==> config.mk <==
export PLATFORM = sky130hd
export DESIGN_NAME = led_trail_pwm
export DESIGN_NICKNAME = d
export VERILOG_FILES = /design/src/rtl/led_trail_pwm.sv
export SDC_FILE = /design/constraint.sdc
export NUM_CORES = 1
export LEC_CHECK = 0
export ABC_AREA = 1
export CORE_MARGIN = 2
export CORE_UTILIZATION = 67
export CTS_CLUSTER_DIAMETER = 200
export DETAILED_ROUTE_END_ITERATION = 10
export GPL_TIMING_DRIVEN = 0
export PLACE_DENSITY = 0.92
export SYNTH_ARGS = -nofsm -noshare
export SYNTH_HDL_FRONTEND = slang
export SYNTH_SLANG_ARGS = --single-unit
==> constraint.sdc <==
create_clock -name clk -period 4.3 [get_ports clk]
set_clock_uncertainty 0.15 [all_clocks]
set_input_delay 0.86 -clock clk [delete_from_list [all_inputs] [get_ports clk]]
set_output_delay 0.86 -clock clk [all_outputs]
set_load 0.1 [all_outputs]
Fig. 1: run 1, drive-strength map
Scale bar: 20 µm.
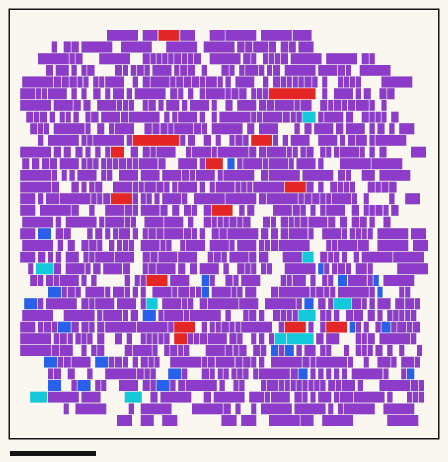
- red: x6 and larger (cells 14; share 1.5%; most used clkbuf_8)
- blue: x2 (cells 25; share 2.7%; most used a21oi_2)
- cyan: x3 and x4 (cells 10; share 1.1%; most used nand2_4)
- purple: x1 and smaller (cells 878; share 95%; most used nand2_1)
nonclk buf count: 36
design area: 6714 µm²

Fig. 2: run 1, clock wires, drivers and flops
Scale bar: 20 µm.
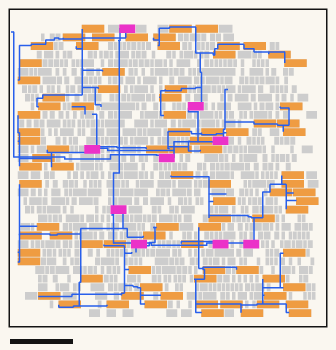
- blue: clock wires (length 1100 µm)
- magenta: clock-net drivers (count 9)
- orange: flip-flops (count 89)
- routed clock nets: 10
- flops lie: spread over the die
Clock Power Share: 30.8%
clk latency late pin: 0.37 ns
clock group power: 0.658 mW

Fig. 3: run 1, zoomed window
Window x 60 to 90, y 10 to 40 µm. Cells in gray, sequential cells in the stronger gray; small squares are vias.
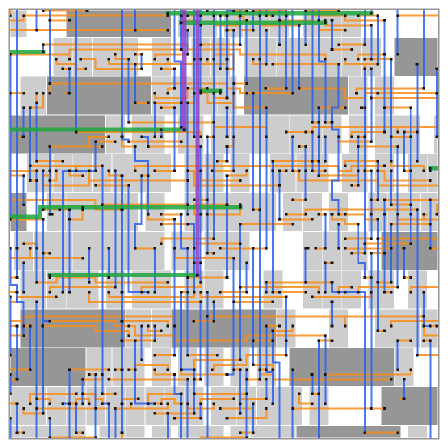
- orange: M1
- purple: M4
- green: M3
- blue: M2
- most frequent: nor2_1 (30), nand2_1 (30), dfxtp_1 (10)
- cells with their middle in the window: 117
- sequential cells in the window: 10

Fig. 4: run 1, the clock network
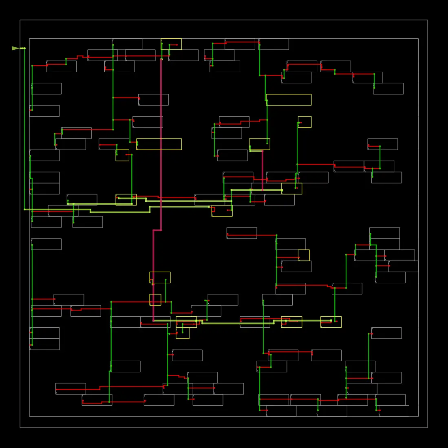
clock buffer count from CTS: 9
clock buf count: 9

==> flow_summary.toml, run 1 <==
# yosys + openroad results
[min_path]
hold_path.class = "register to register"

[drt]
num_vias = 5793
routed_via_density = 5.597
wl_mm = 13.79
wl_per_cell_um = 13.33

[status]
status = "finished clean"

[layout]
drive_gt1_share_pct = 5.286
layout.cells.most_common = "nand2_1"
largest_reg_flops = 50
final_cells = 1035
clock_cell_area_share_pct = 3.354
register_area_um2 = 1782
comb_cells = 690
post-route-util_pct = 76.24

[critical_path]
slowest_stage = "clkdlybuf4s50_1"
arrival_ns = 1.83
crit_fanout = 1
timing.critical_path.buf_inv = 1
timing.reg2reg.worst_path_depth = 7
crit_family = "buffers and inverters"

[final_timing]
drv_slew = 0
finalSetupViolations = 0
rsz0062_at_grt = "false"
setup_ws_ns = 1.462
period_used_pct = 65.99

[power]
p_total_mw = 2.135
combPwrFrac_pct = 25.6
power_leader = "sequential cells"
p_per_area_nw_per_um2 = 318.1

[synthesis]
postSynthNetCount = 994
synth_cells = 890
synth_area_per_cell_um2 = 6.903

[global_route]
grt_max_degree = 17

[clocking]
cts-hold-fix-buffers = 0
ctsResizeCount = 0
cts_tree = "done"
clock_path_buffers = 2
cts_root_buffer = "clkbuf_8"
h-tree-depth = 3

[floorplan]
nWellTaps = 108
die_w_um = 99.76
fp_util_pct = 69.76
num_io_pins = 22
dieArea_um2 = 9951

[run]
drv_cap = 0

[placement]
placed_area_um2 = 6489
## run 1: cells by family (layout without fill, tap and decap cells)
| logic type | count (synthesis) | after routing | synth area share [%] |
|---|---|---|---|
| AND/OR/NAND/NOR | 439 | 439 | 30.02 |
| AND-OR/OR-AND | 141 | 141 | 12.61 |
| buffers and inverters | 111 | 148 | 7.067 |
| adder cells (fa/ha/maj) | 92 | 92 | 18.74 |
| flip-flops | 89 | 89 | 29.00 |
| XOR/XNOR | 18 | 18 | 2.566 |
## run 1: synth_stat cells
| library cell | count | area [µm²] |
|---|---|---|
| buf_6 | 1 | 11.26 |
| o21ai_0 | 43 | 215.2 |
| a211oi_1 | 10 | 75.07 |
| clkbuf_1 | 8 | 30.03 |
| nor2_2 | 4 | 25.02 |
| buf_2 | 5 | 25.02 |
| xor2_1 | 5 | 43.79 |
| or2_2 | 1 | 6.260 |
| nor3b_1 | 2 | 15.01 |
| a21oi_1 | 75 | 375.4 |
| nor2_4 | 2 | 22.52 |
| nand2_4 | 3 | 33.78 |
| dfxtp_1 | 89 | 1782 |
| nor2_1 | 99 | 371.6 |
| a31oi_1 | 2 | 12.51 |
| nor3_1 | 5 | 25.02 |
| nand3b_1 | 1 | 7.510 |
| nand3_4 | 1 | 17.52 |
| ha_1 | 92 | 1151 |
| nand3_1 | 84 | 420.4 |
| xnor2_1 | 13 | 113.9 |
| a21oi_2 | 11 | 96.34 |
| nand4_1 | 4 | 25.02 |
| buf_4 | 1 | 7.510 |
| nand2_1 | 233 | 874.6 |
| inv_1 | 92 | 345.3 |
| inv_2 | 4 | 15.01 |
## run 1: metal layers
metal / track usage (%) / vias up / routed length [µm]
met5: 0 / - / 0
met4: 10.43 / 0 / 321
met3: 4.919 / 32 / 686
met2: 50.31 / 155 / 6572
met1: 36.62 / 2617 / 6212
li1: - / 2989 / -
==> inputs of run 2 (changes only) <==
CORE_UTILIZATION = 56   (was 67)
PLACE_DENSITY = 0.83   (was 0.92)
clock period = 2.33 ns   (was 4.3 ns; I/O delays follow)
==> flow_summary.toml, run 2 <==
# yosys + openroad results
[global_route]
grt_overflow = 0
grt_pass1_vias = 5018
grt_max_degree = 17
antenna_found_initial = 0
groute.usage.overall_pct = 24.61

[layout]
final_cells = 1067
final_nets = 1026
antennaDiodeCount = 0
layout.cells.most_common = "nand2_1"
largest_reg_flops = 50
final_layout_top_logic_cells = "nand2_1, nor2_1, inv_1, ha_1, dfxtp_1"
drive_gt1_share_pct = 5.286

[clocking]
path_clk_slew_ns = 0.10
clock-sinks = 89
clock_path_buffers = 2
cts_tree = "done"
ctsResizeCount = 10
cts_made_buffers = 9
post_cts_buffers = 0
cts_root_buffer = "clkbuf_8"
h-tree-depth = 3
cts-hold-fix-buffers = 0

[synthesis]
yosys_area_um2 = 6143
syn_area_um2 = 6143
yosys-top-cells-area = "dfxtp_1, ha_1, nand2_1, nand3_1, a21oi_1"
synth_area_per_cell_um2 = 6.903
synth_top_flop_cell = "dfxtp_1"
most_common_cell = "nand2_1"
postSynthNetCount = 994
synthTopCellsByCount = "nand2_1, nor2_1, ha_1, inv_1, dfxtp_1"
synth.distinct_cells = 27
synth-seq-cells = 89
synth_cells = 890
ys_cells = 890
top_area_cell = "dfxtp_1"
top_area_share_pct = 29.00
yosys_warnings = 0
synth_seq_share_pct = 29.00
async_flop_share_pct = 0
synth-edff-count = 0

[final_timing]
tightestPinTransition_ns = 1.055
rsz0062_at_grt = "false"
finalSetupViolations = 0
fin_crit_ns = 2.188
drv_slew = 0
finalHoldViolations = 0
maxSlewHeadroom_pct = 29.38
fmax_mhz = 457.1
period_used_pct = 93.89

[drt]
firstDrtPassIters = 5
wl_per_cell_um = 12.73
ant_nets = 0
num_vias = 5670
routed_via_density = 5.314
wl_mm = 13.58
drc_errors = 0

[floorplan]
dieArea_um2 = 11820
fp_util_pct = 56.92
die_h_um = 108.7
num_rows = 38
num_io_pins = 22
die_w_um = 108.7
coreArea_um2 = 10790

[placement]
place_ws_ns = -0.1278
gp_congestion = 0.9022
dp.cells = 1051
port_buffers = 21

[run]
tool_warnings = 36
drv_cap = 0

[critical_path]
path_class = "register to register"
cp-start-kind = "register"
end_kind = "register"
r2r_slack_ns = 0.14
timing.reg2reg.worst_path_depth = 8
crit_fanout = 10
worstPathRequired_ns = 2.44
arrival_ns = 2.30

[power]
p_per_area_nw_per_um2 = 569.1
p_leak_nw = 3.175

[min_path]
worstHoldPathCells = 1
hold_path.class = "register to register"

[status]
status = "finished clean"
run 2: cell counts after synthesis:
No cell type changed its count.
run 2: cells by family after synthesis:
family,count (synthesis),synth area share [%]
AND/OR/NAND/NOR,439,30.02
flip-flops,89,29.00
buffers and inverters,111,7.067
AND-OR/OR-AND,141,12.61
XOR/XNOR,18,2.566
adder cells (fa/ha/maj),92,18.74
run 2: where the power goes:
part	internal (mW)	leakage (nW)	switching [mW]
sequential	1.63	0.736	0.0933
clock	0.505	0.100	0.621
combinational	0.346	2.34	0.632
run 2: stage by stage:
step | utilization, % | setup TNS [ns] | cell area [µm²] | power [mW] | hold WS [ns]
after floorplan | - | 0 | 6143 | 2.523 | 0.2676
after global placement | 60.49 | -0.9017 | 6529 | 2.705 | 0.2799
after detailed placement | 60.49 | -1.293 | 6529 | 2.735 | 0.2886
after CTS | 62.24 | 0 | 6718 | 3.837 | 0.3112
after global routing | 62.24 | 0 | 6718 | 4.073 | 0.3284
final | 62.24 | 0 | 6718 | 3.823 | 0.3088
run 2: cell type report:
| cell class | instances | area [µm²] |
|---|---|---|
| inverter | 96 | 360.3 |
| multi-input combinational | 690 | 3928 |
| tap | 140 | 175.2 |
| clock buffer | 9 | 123.9 |
| sequential | 89 | 1782 |
| fill | 963 | 4075 |
| clock inverter | 7 | 77.57 |
| buffer | 15 | 73.82 |
| timing repair buffer | 21 | 197.7 |
run 2: critical path: stages, from the launching register on:
cell	delay, ns
dfxtp_1	0.37
ha_1	0.21
nand2_1	0.09
nor2_1	0.22
nand3_1	0.14
nor2_2	0.55
nand3_1	0.16
nand2_1	0.10
a21oi_1	0.06
run 2: routing by layer:
metal / share of wire (%) / track usage [%]
met5: 0 / 0
met4: 2.4 / 10.81
met3: 4.2 / 3.347
met2: 45 / 39.82
met1: 48 / 32.74
Fig. 5: run 2, clock wires, drivers and flops
Scale bar: 20 µm.
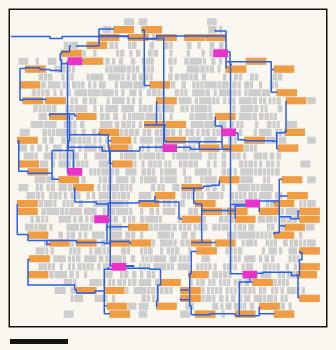
- blue: clock wires (length 1200 µm)
- magenta: clock-net drivers (count 9)
- orange: flip-flops (count 89)
- flops lie: spread over the die
clk latency late pin: 0.39 ns
Clock Power Share: 29.4%
clock group power: 1.13 mW

Fig. 6: run 2, drive-strength map
Scale bar: 20 µm.
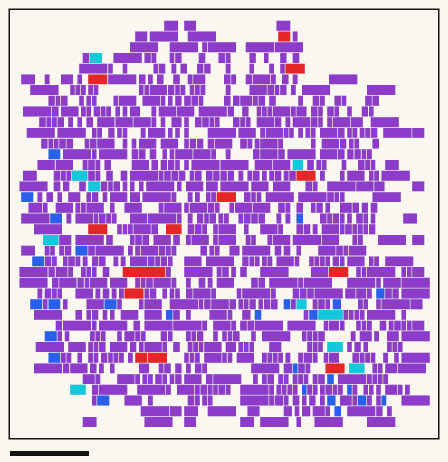
- purple: x1 and smaller (cells 878; share 95%; most used nand2_1)
- blue: x2 (cells 26; share 2.8%; most used a21oi_2)
- red: x6 and larger (cells 13; share 1.4%; most used clkbuf_8)
- cyan: x3 and x4 (cells 10; share 1.1%; most used nand2_4)
design area: 6718 µm²
area growth from synthesis to layout: 9.348%
final worst slack: 0.1423 ns

No activity file was given, so power comes from the tool's default toggle rates.
